$ cat src/rtl/sound_arbiter.sv
// Fixed-priority owner arbiter for the shared tone datapath (beeper > auto-play > free-play).
// Define SOUND_ARB_GAP_EN to insert a silent GAP of GAP_CYCLES before every grant.
module sound_arbiter #(
  parameter int unsigned GAP_CYCLES = 50000,
  parameter int unsigned MIN_HOLD   = 1000000
) (
  input  logic       clk,
  input  logic       rst_n,
  input  logic [2:0] req,
  input  logic [7:0] notes0,
  input  logic [7:0] notes1,
  input  logic [7:0] notes2,
  input  logic [1:0] shift0,
  input  logic [1:0] shift1,
  input  logic [1:0] shift2,
  output logic [2:0] gnt,
  output logic [7:0] notes_out,
  output logic [1:0] shift_out,
  output logic       busy
);

  localparam int unsigned HW = $clog2(MIN_HOLD) + 1;
  localparam logic [HW-1:0] HOLD_SAT = HW'(MIN_HOLD);

  if (GAP_CYCLES < 1) begin : g_gap_chk
    $error("sound_arbiter: GAP_CYCLES must be >= 1");
  end

`ifdef SOUND_ARB_GAP_EN
  localparam int unsigned GW = $clog2(GAP_CYCLES) + 1;
  localparam logic [GW-1:0] GAP_LOAD = GW'(GAP_CYCLES - 1);
  typedef enum logic [1:0] {IDLE = 2'd0, GAP = 2'd1, OWN = 2'd2} state_t;
  logic [GW-1:0] r_gap;
  logic          w_go_gap;
`else
  typedef enum logic [1:0] {IDLE = 2'd0, OWN = 2'd2} state_t;
`endif

  state_t        r_state;
  logic [1:0]    r_owner;
  logic [HW-1:0] r_hold;
  logic [2:0]    r_gnt;
  logic [7:0]    r_notes;
  logic [1:0]    r_shift;
  logic          r_busy;

  logic       w_any;
  logic [1:0] w_pick;
  logic [7:0] w_pick_notes;
  logic [1:0] w_pick_shift;
  logic [7:0] w_own_notes;
  logic [1:0] w_own_shift;
  logic       w_own_req;
  logic       w_higher;
  logic       w_hold_done;
  logic       w_switch;
  logic       w_go_grant;
  logic       w_go_idle;

  assign w_any       = |req;
  assign w_hold_done = (r_hold >= HOLD_SAT);

  always_comb begin
    w_pick = 2'd0;
    if (req[2])      w_pick = 2'd2;
    else if (req[1]) w_pick = 2'd1;
  end

  always_comb begin
    w_pick_notes = '0;
    w_pick_shift = '0;
    case (w_pick)
      2'd0:    begin w_pick_notes = notes0; w_pick_shift = shift0; end
      2'd1:    begin w_pick_notes = notes1; w_pick_shift = shift1; end
      2'd2:    begin w_pick_notes = notes2; w_pick_shift = shift2; end
      default: ;
    endcase
  end

  always_comb begin
    w_own_notes = '0;
    w_own_shift = '0;
    w_own_req   = 1'b0;
    w_higher    = 1'b0;
    case (r_owner)
      2'd0: begin
        w_own_notes = notes0; w_own_shift = shift0;
        w_own_req   = req[0]; w_higher    = req[2] | req[1];
      end
      2'd1: begin
        w_own_notes = notes1; w_own_shift = shift1;
        w_own_req   = req[1]; w_higher    = req[2];
      end
      2'd2: begin
        w_own_notes = notes2; w_own_shift = shift2;
        w_own_req   = req[2]; w_higher    = 1'b0;
      end
      default: ;
    endcase
  end

  // w_switch marks every ownership change; with the gap enabled it enters GAP,
  // otherwise the GAP-end pick is taken in the same cycle.
  always_comb begin
    w_switch   = 1'b0;
    w_go_grant = 1'b0;
    w_go_idle  = 1'b0;
    case (r_state)
      IDLE: w_switch = w_any;
`ifdef SOUND_ARB_GAP_EN
      GAP: begin
        if (r_gap == '0) begin
          w_go_grant = w_any;
          w_go_idle  = ~w_any;
        end
      end
`endif
      OWN: begin
        if (!w_own_req) begin
          w_switch  = w_any;
          w_go_idle = ~w_any;
        end else begin
          w_switch  = w_higher & w_hold_done;
        end
      end
      default: ;
    endcase
`ifdef SOUND_ARB_GAP_EN
    w_go_gap = w_switch;
`else
    w_go_grant = w_switch;
`endif
  end

  always_ff @(posedge clk or negedge rst_n) begin
    if (!rst_n) begin
      r_state <= IDLE;
      r_owner <= '0;
      r_hold  <= '0;
`ifdef SOUND_ARB_GAP_EN
      r_gap   <= '0;
`endif
      r_gnt   <= '0;
      r_notes <= '0;
      r_shift <= '0;
      r_busy  <= 1'b0;
    end else if (w_go_grant) begin
      r_state <= OWN;
      r_owner <= w_pick;
      r_hold  <= '0;
      r_gnt   <= 3'b001 << w_pick;
      r_notes <= w_pick_notes;
      r_shift <= w_pick_shift;
      r_busy  <= 1'b1;
`ifdef SOUND_ARB_GAP_EN
    end else if (w_go_gap) begin
      r_state <= GAP;
      r_gap   <= GAP_LOAD;
      r_gnt   <= '0;
      r_notes <= '0;
      r_shift <= '0;
      r_busy  <= 1'b1;
`endif
    end else if (w_go_idle) begin
      r_state <= IDLE;
      r_gnt   <= '0;
      r_notes <= '0;
      r_shift <= '0;
      r_busy  <= 1'b0;
    end else begin
`ifdef SOUND_ARB_GAP_EN
      if (r_state == GAP) r_gap <= r_gap - 1'b1;
`endif
      if (r_state == OWN) begin
        if (r_hold != HOLD_SAT) r_hold <= r_hold + 1'b1;
        r_notes <= w_own_notes;
        r_shift <= w_own_shift;
      end
    end
  end

  assign gnt       = r_gnt;
  assign notes_out = r_notes;
  assign shift_out = r_shift;
  assign busy      = r_busy;

endmodule

$ cat config.mk
export PLATFORM = sky130hd
export DESIGN_NAME = sound_arbiter
export DESIGN_NICKNAME = d
export VERILOG_FILES = /design/src/rtl/sound_arbiter.sv
export SDC_FILE = /design/constraint.sdc
export NUM_CORES = 1
export LEC_CHECK = 0
export CORE_AREA = 3 3 76 78
export CTS_CLUSTER_DIAMETER = 150
export DETAILED_ROUTE_END_ITERATION = 12
export DIE_AREA = 0 0 79 81
export GPL_TIMING_DRIVEN = 1
export PLACE_DENSITY = 0.74
export SLEW_MARGIN = 20
export SYNTH_ARGS = -nofsm -noshare
export SYNTH_HDL_FRONTEND = slang
export SYNTH_SLANG_ARGS = --single-unit
$ cat constraint.sdc
create_clock -name clk -period 1.7 [get_ports clk]
set_input_delay 0.34 -clock clk [delete_from_list [all_inputs] [get_ports clk]]
set_output_delay 0.34 -clock clk [all_outputs]
set_load 0.01 [all_outputs]
Run 1, metal 1:
Drawn at 6 px/micron. Supply wires on this layer in gray.
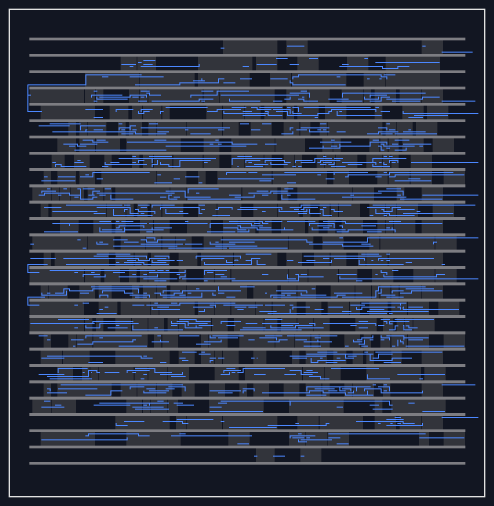
The layer holds 42% of the routed length. 351 nets have wire on it. The longest straight run is 28.1 microns. The layer carries 2830 microns of wire. The wires run mostly horizontal.
Total Wirelength: 6790 microns
met1 usage: 26.4%
vias: 2365

Run 1, signal wires on met2:
Drawn at 6 px/micron.
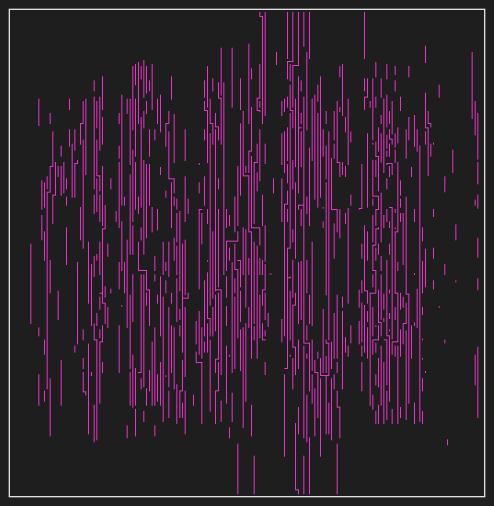
The layer holds 51% of the routed length. The longest straight run is 45.9 microns. 352 nets have wire on it. The wires run mostly vertical. The layer carries 3450 microns of wire.
met2 Use GR: 39.6%

==> results_slide.txt, run 1 <==
Key Metrics from the Run

Status
  • Status: complete, but fails checks
  • Failing checks: negative setup slack

Synthesis
  • Synthesized instance count: between 200 and 300
  • Syn avg cell area: 9.19 sq um
  • Synth Area in Simple Gates: 22.1%
  • Ys async rst share: 100%
  • # Cells Yosys: 253
  • Mux area share: under 10%
  • Count of library flops with an enable pin: 0
  • Top_reg_cell synth: dfrtp_1
  • Post-Syn Area: ~2300 sq um
  • Warning count from the yosys run: 0
  • YS chip area: between 2000 and 2500 sq um
  • Sequential fraction of the synthesis area: about two fifths
  • Distinct cells, synth: roughly 49
  • Aoi share: 21.3%
  • XOR/XNOR Fraction of Synth Area: 6.03%
  • Main logic family: simple AND/OR/NAND/NOR gates

Critical path
  • Largest delay share family, worst path: simple AND/OR/NAND/NOR gates
  • R2r endpoint: r_hold[6]
  • Worst Path Class, Setup: reg2reg
  • CP Buf/Inv Count: 1
  • Worst reg2reg setup slack: -0.14 ns
  • Data required time at the worst endpoint: 1.87 ns
  • Worst reg2reg startpoint: r_hold[15]
  • Worst Path Max Fanout: 9
  • Slowest-stage cell, CP: dfrtp_1
  • R2r worst-path depth: 6
  • WP data arrival: between 2 and 2.5 ns
  • CP cell instances: nor4b_4 -> o2111ai_2 -> o221a_4 -> nor2_4 -> clkbuf_16 -> nor2_1
  • CP Launch Type: flip-flop
  • Crit. End Element: flip-flop

CTS
  • Clock Tree Buf Depth: 2
  • Hold-fix buffers, CTS: 1
  • Post_cts resized: 25
  • Latency at later pin: roughly 0.29 ns
  • CTS buffer count: 5
  • Root buf cell: clkbuf_8
  • Htree depth: 2
  • Clock slew at reported path FFs: roughly 0.080 ns
  • # clock sinks: 37
  • CTS tree: yes
  • Post-CTS setup buffers: 2

Timing
  • Max Slew Vio Count: 0
  • Slew @ Worst Pin: around 0.68 ns
  • RSZ-0062 raised after global routing: yes
  • Final hold violation count: 0
  • Final Cycle Share: 108%
  • Final hold slack: approximately 0.5 ns
  • Setup Viol. Count Final: 35
  • FMAX: between 500 and 600 MHz
  • Tmin final: 1.84 ns
  • Clk_skew: 0.00541 ns
  • Final setup margin: -0.139 ns
  • Setup_tns: -3.72 ns

Power and ir drop
  • Total Power: ~3.6 mW
  • P_leak: roughly 1.5 nW
  • VDD IR-drop max: about 0.67 mV
  • Pwr per Cell Area: a little over 1000 nW/um^2

Floorplanning
  • Die Size: around 6400 sq um
  • I/O pin cnt: 49
  • Site Rows: 26
  • FP Util: 45.2%
  • Core ar.: roughly 5000 sq um
  • Die Y-Extent: between 80 and 90 microns
  • Chip Width: 79 microns

Layout
  • Area Growth Syn to Fin: 53.4%
  • Final-layout fill cell count: ~440
  • Fraction of layout cells with a size suffix above 1: a little over a quarter
  • Inserted Diodes: 0
  • Net count, final: slightly below 400

Place
  • Port Buf Inserts: ~48
  • GPL Wtd Cong: 0.843
  • Post-DP HPWL: 4840 microns

Run
  • Log Warnings: 30
  • Max-cap viol count: 0

GRT
  • GR Overflow Total: 0
  • First-pass GRT wire length: roughly 11000 microns
  • Vias in the first global route: 2365

Hold path
  • Worst hold path type: in2async

Route
  • Post-detailed-route DRC marker count: 0
  • DRT Pass-1 Iters: 4
  • Vias per cell: about 5.6
  • Antenna viol nets, final: 0
Run 1, the metal 3 layer:
Drawn at 8 px/micron.
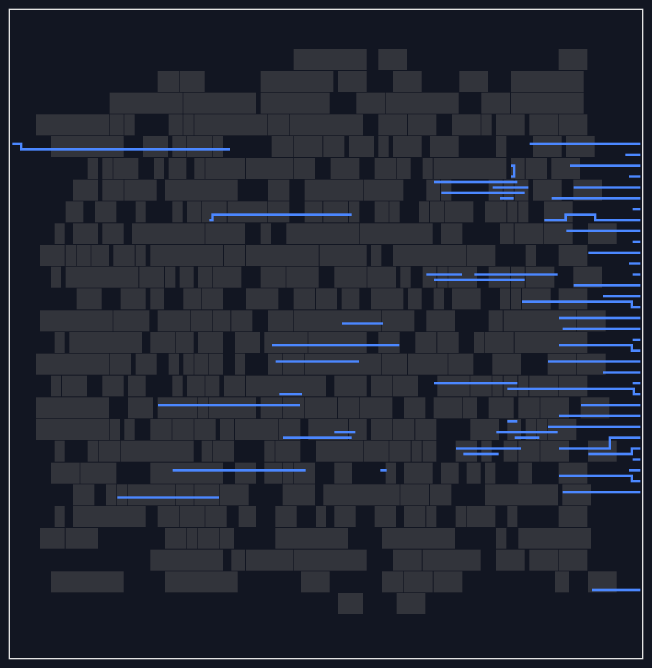
The wires run mostly horizontal. The layer holds 6.8% of the routed length.

Run 1, routing congestion map:
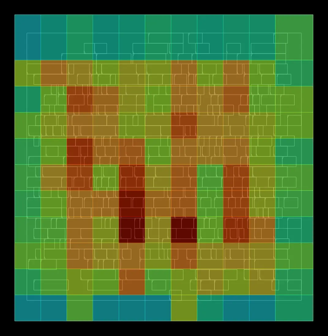
Routed WL per cell: 16.0 microns
total track usage: 22.0%
routing usage on met3: 5.10%

==> run 1: registers in the layout, indices dropped and copies added (netlist names) <==
| name | flops |
|---|---|
| r_hold | 21 |
| notes_out | 8 |
| gnt | 3 |
| r_owner | 2 |
| shift_out | 2 |
| busy | 1 |
==> run 1: cell type report <==
cell class / count / area (sq um) / share of cell area, %
Tap cell: 70 / 87.6 / 2.46
Clock inverter: 1 / 30.0 / 0.842
Clock buffer: 7 / 86.3 / 2.42
Multi-Input combinational cell: 196 / 1430 / 40.0
Sequential cell: 37 / 927 / 26.0
Inverter: 5 / 22.5 / 0.632
Timing Repair Buffer: 107 / 986 / 27.6
==> run 1: stage by stage <==
step	setup WS (ns)	utilization [%]	cell area [sq um]	instances
floorplan	-0.00879	-	2330	253
global placement	-0.465	63.0	3240	409
detailed placement	-0.457	63.0	3240	409
CTS	-0.151	67.2	3450	419
global route	-0.230	69.4	3570	423
finish	-0.139	69.4	3570	423
==> run 1: cell usage in the layout (no fill, tap or decap), types with 7 or more instances in the layout <==
master / Yosys / layout
a21oi_1: 13 / 11
a221o_1: 10 / 10
a22oi_1: 8 / 8
buf_4: 1 / 48
buf_6: 1 / 7
clkdlybuf4s50_1: 0 / 44
dfrtp_1: 37 / 36
mux2i_1: 12 / 12
nand2_1: 17 / 17
nand3_1: 11 / 10
nand4_1: 7 / 7
nor2_1: 43 / 43
o21ai_0: 14 / 10
xor2_1: 14 / 14
==> run 1: cell usage after synthesis (2+ instances only) <==
cell | instances | area share [%]
a21o_1 | 2 | 0.65
and4_1 | 2 | 0.75
nor3_1 | 2 | 0.43
o21ai_0 | 14 | 3.0
inv_1 | 4 | 0.65
nand3_1 | 11 | 2.4
a21oi_1 | 13 | 2.8
clkbuf_1 | 7 | 1.1
dfrtp_1 | 37 | 40
ha_1 | 2 | 1.1
nand2_1 | 17 | 2.7
nor4bb_1 | 2 | 0.86
or3_1 | 2 | 0.54
and3_1 | 2 | 0.54
nor2b_1 | 3 | 0.81
a22oi_1 | 8 | 2.6
a221o_1 | 10 | 4.3
xor2_1 | 14 | 5.3
buf_2 | 6 | 1.3
mux2i_1 | 12 | 5.2
nor2_1 | 43 | 6.9
xnor2_1 | 2 | 0.75
o21ai_1 | 2 | 0.43
o211ai_1 | 3 | 0.97
a22o_1 | 3 | 1.1
nand4_1 | 7 | 1.9
==> run 1: how the worst max path moves through the flow <==
stage	startpoint	end	slack, ns	cells after the start
floorplan	r_hold[15]	notes_out[0]	-0.009	6
global placement	req[2]	r_hold[8]	-0.46	8
detailed placement	req[0]	notes_out[2]	-0.46	7
CTS	r_hold[15]	r_hold[2]	-0.15	7
global route	r_hold[15]	r_hold[0]	-0.23	8
finish	r_hold[15]	r_hold[6]	-0.14	6
==> run 1: power breakdown <==
group          total [mW]  switching, mW  internal [mW]
clock network       0.800          0.321          0.479
logic                1.65          0.759          0.887
registers            1.14          0.105           1.04
total                3.59           1.19           2.40
==> run 1: layer usage <==
metal	vias to the layer above	track usage, %	share of wire (%)
li1	1129	-	-
met1	1144	26.4	42
met2	86	39.6	51
met3	6	5.10	6.8
met4	0	5.67	0.75
met5	-	0	0
Run 1, routed clock nets over the placement:
Drawn at 3 px/micron.
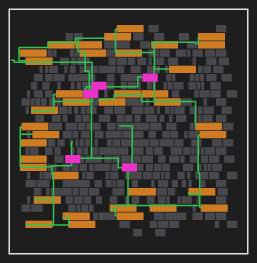

==> run 2: changes to the inputs <==
--- a/config.mk
+++ b/config.mk
@@ -9,7 +9,7 @@
 export CTS_CLUSTER_DIAMETER = 150
 export DETAILED_ROUTE_END_ITERATION = 12
 export DIE_AREA = 0 0 79 81
-export GPL_TIMING_DRIVEN = 1
+export GPL_TIMING_DRIVEN = 0
 export PLACE_DENSITY = 0.74
 export SLEW_MARGIN = 20
 export SYNTH_ARGS = -nofsm -noshare
Run 2, routed clock nets over the placement:
Drawn at 3 px/micron.
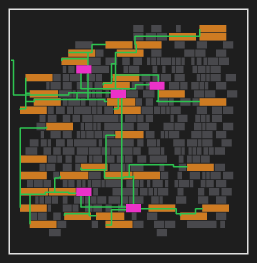
Magenta is clock drivers, count 5. Green is clock wires, length 547 microns. Orange is flip-flops, count 37.
There are 6 routed clock nets. Position of the flops: widely spread.
clk_skew: 0.00701 ns
Latency at later pin: 0.29 ns
clock share of power: 18.5%
P_clk: 0.642 mW

Run 2, signal wires on met2:
Drawn at 6 px/micron.
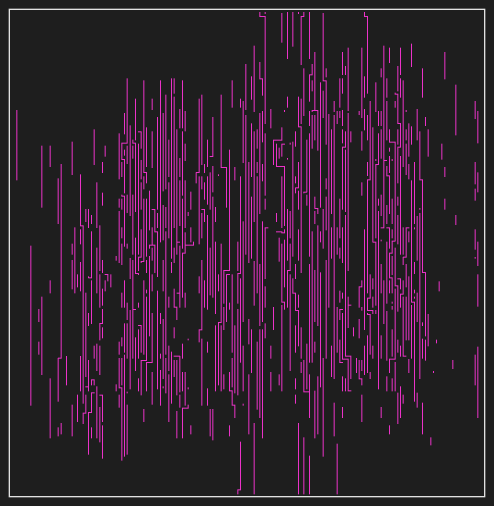
The longest straight run is 43.9 microns. The layer carries 3660 microns of wire.

==> run 2 against run 1 <==
  * Synthesized cell count stayed put
  * The flow finishes with violations (negative hold slack, negative setup slack)
  * Sequential share of layout area grew 1.2 points
  * Final area is 3.5% lower
  * Total power is 3.3% lower
  * Global-route usage is 0.84 points higher
  * Flip-flop count unchanged
  * Worst hold slack lost 0.51 ns
==> results_slide.txt, run 2 <==
Key Metrics from the Run

Critical path
  • CP cell instances: ha_2 -> nand3_2 -> nor4bb_2 -> buf_4 -> nand3_2 -> or3_4 -> a21oi_2
  • Largest delay share family, worst path: simple AND/OR/NAND/NOR gates
  • CP Launch Type: flip-flop

GRT
  • Vias in the first global route: 2389 (+1.0%)
  • Total track usage: 22.8% (+0.84 points)

Timing
  • Tmin final: 1.90 ns (+0.0642 ns)
  • Setup_tns: -3.26 ns (+0.456 ns)
  • Final hold slack: -0.00853 ns (-0.507 ns)
  • Final setup margin: -0.203 ns (-0.0642 ns)
  • Final hold violation count: 4 (+4)
  • Setup Viol. Count Final: 36 (+2.9%)
  • Final Cycle Share: 112% (+3.8 points)
  • Max Slew Vio Count: 0 (unchanged)

Route
  • Post-detailed-route DRC marker count: 0 (unchanged)
  • DRT Pass-1 Iters: 4 (unchanged)
  • Antenna viol nets, final: 0 (unchanged)
  • Vias per cell: 5.80 (+3.6%)
  • Routed WL per cell: 17.9 microns (+12%)
  • Total Wirelength: 7260 microns (+7.0%)

Layout
  • Logic area: 1500 sq um (+5.1%)
  • Most numerous logic cells after layout: clkdlybuf4s50_1 (44), dfrtp_1 (30), nor2_1 (25)
  • Final-layout fill cell count: 419 (-4.1%)
  • Flop area: 935 sq um (+0.81%)
  • Final std cells w/o fill: 405 (-4.3%)
  • Net count, final: 372 (-4.4%)
  • Fraction of layout cells with a size suffix above 1: 29.6% (+2.6 points)

Status
  • Status: complete, but fails checks
  • Failing checks: negative hold slack, negative setup slack

Synthesis
  • Warning count from the yosys run: 0 (unchanged)
  • YS chip area: 2320 sq um (unchanged)
  • Synth area leader: dfrtp_1
  • Synthesized instance count: 253 (unchanged)
  • Ys async rst share: 100% (unchanged)
  • List of most frequent post-synthesis cells: nor2_1 (43), dfrtp_1 (37), nand2_1 (17), o21ai_0 (14), xor2_1 (14)
  • Post-Syn Area: 2320 sq um (unchanged)
  • Count of library flops with an enable pin: 0 (unchanged)

Hold path
  • Worst hold path type: in2async

Run
  • Max-cap viol count: 0 (unchanged)

Floorplanning
  • Die Y-Extent: 81 microns (unchanged)
  • Die Size: 6400 sq um (unchanged)
  • I/O pin cnt: 49 (unchanged)
  • Core ar.: 5140 sq um (unchanged)

Place
  • GPL Wtd Cong: 0.775 (-8.0%)
  • Pre-CTS WS: -0.632 ns (-0.175 ns)
  • Post-DP HPWL: 4380 microns (-9.6%)

CTS
  • Clock slew at reported path FFs: 0.08 ns (about the same)
  • Hold-fix buffers, CTS: 0 (-1)
  • Clock Tree Buf Depth: 2 (unchanged)
  • CTS tree: yes
  • Root buf cell: clkbuf_8
Run 2, routing congestion map:
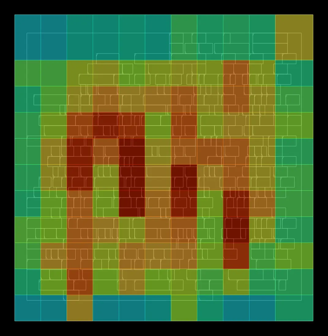
met2 Use GR: 40.6%
fin util: 67.0%

## run 2: cell counts after synthesis
No cell type changed its count.
## run 2: final timing paths
kind	from	end	slack [ns]	depth (start not counted)
setup reg to reg	r_hold[0]	r_hold[8]	-0.20	7
setup / recovery	r_hold[0]	r_hold[8]	-0.20	7
min in group clk	req[2]	r_owner[1]	0.47	3
max in group asynchronous	rst_n	r_hold[20]	1.23	2
hold / removal	rst_n	shift_out[0]	-0.009	1
hold reg to reg	gnt[1]	gnt[1]	0.49	1
## run 2: through the flow
stage | power, mW | cell area [sq um]
after floorplan | 1.93 | 2330
after global placement | 2.44 | 2880
after detailed placement | 2.48 | 2900
after CTS | 3.38 | 3340
after global routing | 3.68 | 3440
final | 3.47 | 3440
## run 2: kinds of logic after synthesis
kind of cell               Yosys count  synth area share (%)
adders and majority gates            2                  1.08
and+or+nand+nor                     99                  22.1
buffers and inverters               20                  4.04
muxes                               13                  5.65
AOI/OAI and AO/OA                   66                  21.3
xor gates and xnor gates            16                  6.03
DFF                                 37                  39.8
## run 2: layer usage
layer / wire length, microns / track usage (%) / up-vias
li1: - / - / 1093
met2: 3660 / 40.6 / 84
met5: 0 / 0 / -
met1: 3030 / 27.8 / 1160
met4: 131 / 6.87 / 0
met3: 446 / 4.77 / 10
## run 2: layout make-up
type | instances | area share (%)
multi-input cells | 196 | 43.5
flip-flops and latches | 37 | 27.2
repair buffers | 76 | 21.1
plain buffers | 14 | 2.62
well taps | 70 | 2.54
clock buffers | 7 | 2.51
inverters | 5 | 0.545
## run 2: power breakdown
group	leakage (nW)	internal [mW]	switching, mW	total (mW)
clock network	0.0443	0.322	0.320	0.642
logic	0.867	0.854	0.818	1.67
registers	0.477	1.04	0.117	1.16
## run 2: what timing repair did
action | in CTS | in global routing
buffers inserted | 21 | 4
gates cloned | 3 | 1
resized | 52 | 20
endpoints found under the setup margin | 36 | 36
pin swaps | 23 | 14
## run 2: worst reg2reg max path, delay by kind of cell (launching register included)
kind            cells  cell delay, ns
simple gates        4            0.92
compound gates      1            0.12
buf+inv             1            0.20
fa+ha+maj           1            0.22
flops               1            0.39
Run 2, metal 1:
Drawn at 6 px/micron. Supply wires on this layer in gray.
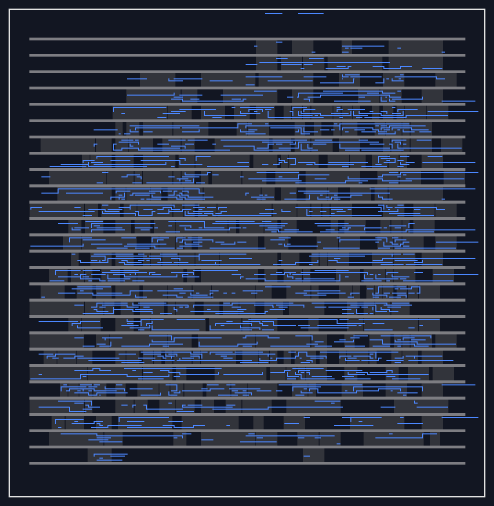

==> run 3: changes to the inputs <==
==> config.mk (replaced) <==
export PLATFORM = sky130hd
export DESIGN_NAME = sound_arbiter
export DESIGN_NICKNAME = d
export VERILOG_FILES = /design/src/rtl/sound_arbiter.sv
export SDC_FILE = /design/constraint.sdc
export NUM_CORES = 1
export LEC_CHECK = 0
export CORE_AREA = 3 3 55 108
export CTS_CLUSTER_DIAMETER = 50
export DETAILED_ROUTE_END_ITERATION = 12
export DIE_AREA = 0 0 58 111
export GPL_TIMING_DRIVEN = 0
export PLACE_DENSITY = 0.73
export SLEW_MARGIN = 20
export SYNTH_ARGS = -nofsm -noshare
export SYNTH_HDL_FRONTEND = slang
export SYNTH_SLANG_ARGS = --single-unit
Run 3, metal 1:
Drawn at 6 px/micron. Supply wires on this layer in gray.
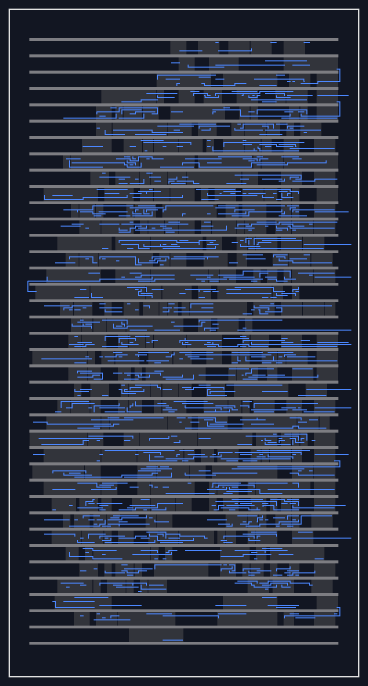
The longest straight run is 18.9 microns. The layer holds 36% of the routed length. The wires run mostly horizontal. 331 nets have wire on it. The layer carries 2710 microns of wire.
vias: 2381
Total Wirelength: 7510 microns
met1 usage: 24.2%

Run 3, signal wires on met4:
Drawn at 4 px/micron. Supply wires on this layer in gray.
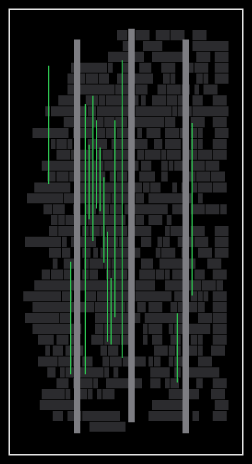
The wires run mostly vertical. The longest straight run is 74.1 microns. The layer carries 464 microns of wire. 14 nets have wire on it.

Run 3, the metal 3 layer:
Drawn at 6 px/micron.
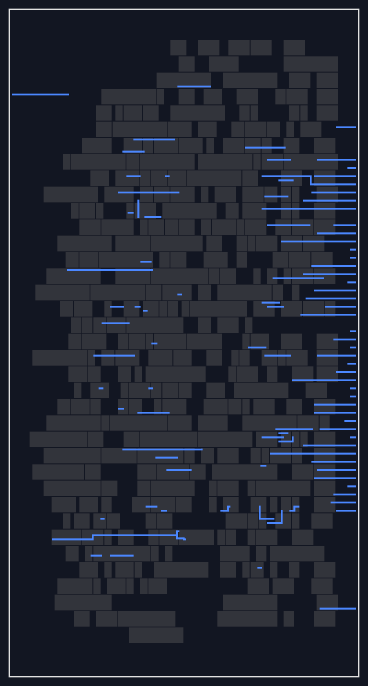
The layer carries 445 microns of wire. The wires run mostly horizontal. 72 nets have wire on it.
routing usage on met3: 4.43%

==> run 3 against run 2 <==
  * The run ends with negative setup slack left
  * Largest power group unchanged
  * Utilization grew 0.21 points
  * Critical path depth unchanged
  * Worst setup slack better by 0.050 ns
  * Register-to-register slack gained 0.05 ns
  * Non-clock buffer count rose by 3
  * Worst hold slack improved by 0.49 ns
  * Die area increased by 0.61%
==> results_slide.txt, run 3 <==
Key Metrics from the Run

Hold path
  • Hold path cells: 3
  • WHS Endpoint: r_owner[1]
  • Worst hold path type: in2reg
  • Hold path start: req[2]

Layout
  • Most numerous logic cells after layout: clkdlybuf4s50_1 (44), nor2_1 (32), buf_4 (28)
  • Net count, final: 375 (+0.81%)
  • Fin util: 67.2% (+0.21 points)
  • Top reg by flops: r_hold
  • Fraction of layout cells with a size suffix above 1: 29.2% (-0.35 points)
  • Final std cells w/o fill: 397 (-2.0%)

Timing
  • Tmin final: 1.85 ns (-0.0502 ns)
  • Final hold violation count: 0 (-4)
  • Final Cycle Share: 109% (-3.0 points)
  • Max Slew Vio Count: 0 (unchanged)
  • FMAX: approximately 540 MHz
  • Final setup margin: -0.153 ns (+0.0502 ns)
  • Setup Viol. Count Final: 34 (-5.6%)
  • Slew @ Worst Pin: 0.546 ns
  • Max_slew headroom: roughly 64%
  • Clk_skew: 0.00921 ns (+0.00220 ns)

Route
  • Post-detailed-route DRC marker count: 0 (unchanged)
  • DRT Pass-1 Iters: 4 (unchanged)
  • Antenna viol nets, final: 0 (unchanged)
  • Initial DRC Count: 123
  • Vias per cell: 6.00 (+3.5%)
  • Routed WL per cell: 18.9 microns (+5.5%)

Critical path
  • CP Launch Type: flip-flop
  • R2r endpoint: r_hold[8]
  • R2r worst-path depth: 7 (unchanged)
  • Worst reg2reg startpoint: r_hold[1]
  • Worst reg2reg setup slack: -0.15 ns (+0.05 ns)
  • Crit. End Element: flip-flop

Synthesis
  • XOR/XNOR Fraction of Synth Area: 6.03% (unchanged)
  • Distinct cells, synth: around 49
  • Warning count from the yosys run: 0 (unchanged)
  • YS chip area: 2320 sq um (unchanged)
  • Main logic family: simple AND/OR/NAND/NOR gates
  • Largest type area fraction: roughly 40%
  • Synth Area in Adders: 1.08% (unchanged)
  • Syn avg cell area: ~9 sq um
  • Mux area share: 5.65% (unchanged)
  • Count of library flops with an enable pin: 0 (unchanged)
  • Syn_nets: around 290
  • Synth area leader: dfrtp_1
  • # Cells Yosys: between 200 and 300
  • List of most frequent post-synthesis cells: nor2_1 (43), dfrtp_1 (37), nand2_1 (17), o21ai_0 (14), xor2_1 (14)
  • Synth flops: 37
  • Ys async rst share: 100% (unchanged)
  • Most used standard cell by instance count after synthesis: nor2_1
  • Synth Area in Simple Gates: 22.1% (unchanged)
  • Post-Syn Area: 2320 sq um (unchanged)
  • Aoi share: 21.3% (unchanged)
  • Top_reg_cell synth: dfrtp_1
  • Synthesized instance count: 253 (unchanged)

Floorplanning
  • Core ar.: 5180 sq um (+0.88%)
  • Chip Width: slightly below 60 microns
  • Die Y-Extent: 111 microns (+37%)
  • Die Size: 6440 sq um (+0.61%)
  • Site Rows: 37
  • I/O pin cnt: 49 (unchanged)

GRT
  • Vias in the first global route: 2504 (+4.8%)
  • Busiest grt layer: met2
  • First-pass GRT wire length: around 12000 microns
  • Total track usage: 23.9% (+1.1 points)
  • Met2 Use GR: 41.4% (+0.82 points)
  • GR Overflow Total: 0

CTS
  • Clock slew at reported path FFs: 0.08 ns (about the same)
  • Clock Tree Buf Depth: 2 (unchanged)
  • # clock sinks: 37
  • CTS buffer count: 5
  • Latency at later pin: 0.31 ns (+0.02 ns)
  • Htree depth: 2
  • Root buf cell: clkbuf_8
  • CTS tree: yes

Power and ir drop
  • Comb pwr share: 46.0% (-2.2 points)
  • P_leak: between 1 and 1.5 nW
  • Pwr per Cell Area: approximately 1100 nW/um^2
  • Total Power: 3.66 mW (+5.5%)
  • Clock share of power: 22.2% (+3.7 points)
  • Sw Ratio: 34.7% (-1.4 points)
  • Seq pwr share: 31.8% (-1.5 points)
  • Net Switching: 1.27 mW (+1.2%)
  • Int Pwr: 2.39 mW (+7.8%)

Status
  • Status: complete, but fails checks
  • Failing checks: negative setup slack

Place
  • Placed Cells: 358
  • GPL Wtd Cong: 0.836 (+7.9%)
  • Port Buf Inserts: between 40 and 50
  • Post-DP HPWL: 4940 microns (+13%)

Run
  • Max-cap viol count: 0 (unchanged)
==> run 3: cell counts after synthesis <==
Identical to the previous run, type by type.
==> run 3: kinds of logic (layout without fill, tap and decap cells) <==
| logic type | after synthesis | in the layout |
|---|---|---|
| AOI/OAI and AO/OA | 66 | 66 |
| xor gates and xnor gates | 16 | 16 |
| adders and majority gates | 2 | 2 |
| buffers and inverters | 20 | 106 |
| DFF | 37 | 37 |
| muxes | 13 | 13 |
| and+or+nand+nor | 99 | 99 |
==> run 3: metal layers <==
layer	up-vias	wire, microns
li1	1098	-
met1	1131	2710
met2	116	3890
met3	36	444
met4	0	463
met5	-	0
==> run 3: how the worst max path moves through the flow <==
stage                     startpoint      endpoint  slack (ns)  depth (start not counted)
after detailed placement      req[0]  shift_out[0]       -0.68                          5
after CTS                 r_hold[20]  shift_out[0]       -0.16                          6
final                      r_hold[1]     r_hold[8]       -0.15                          7
after floorplan           r_hold[15]  notes_out[0]      -0.009                          6
after global placement        req[0]  notes_out[6]       -0.65                          5
after global routing       r_hold[1]    r_hold[12]       -0.25                          7
==> run 3: cell type report <==
| cell class | instances | area, sq um |
|---|---|---|
| clock inverter | 1 | 30.0 |
| fill | 407 | 1700 |
| multi-input combinational | 196 | 1510 |
| clock buffer | 7 | 86.3 |
| timing repair buffer | 79 | 743 |
| buffer | 14 | 86.3 |
| sequential | 37 | 938 |
| inverter | 5 | 21.3 |
| tap | 58 | 72.6 |
==> run 3: through the flow <==
| stage | hold WS (ns) | setup TNS (ns) | area, sq um | setup slack [ns] |
|---|---|---|---|---|
| detailed placement | 0.320 | -18.05 | 2880 | -0.677 |
| finish | 0.478 | -3.04 | 3480 | -0.153 |
| global placement | 0.466 | -40.52 | 2860 | -0.645 |
| floorplan | 0.0444 | -0.0791 | 2330 | -0.00879 |
| CTS | 0.459 | -3.08 | 3350 | -0.156 |
| global route | 0.508 | -6.90 | 3480 | -0.254 |
==> run 3: critical path, cell delays in order (launching register included) <==
cell and delay [ns]:
dfrtp_1 0.41, ha_2 0.22, nand3_2 0.09, nor4bb_2 0.31, buf_4 0.19, nand3_2 0.07, or3_1 0.31, a21oi_1 0.16
==> run 3: what timing repair did <==
item	CTS	global route
setup buffers	22	8
gates resized	48	22
pin swaps	18	16
hold buffers	1	0
endpoints found under the hold margin	17	0
setup endpoints to repair	36	36
cloned	2	0
==> run 3: power groups by stage <==
stage	logic (mW)	clock network, mW	registers [mW]
2_1_floorplan	0.722	0	1.21
3_3_place_gp	1.29	0	1.17
3_5_place_dp	1.31	0	1.17
4_1_cts	1.58	0.836	1.16
5_1_grt	1.81	0.861	1.18
6_report	1.68	0.813	1.16
Power and IR drop assume default switching activity.
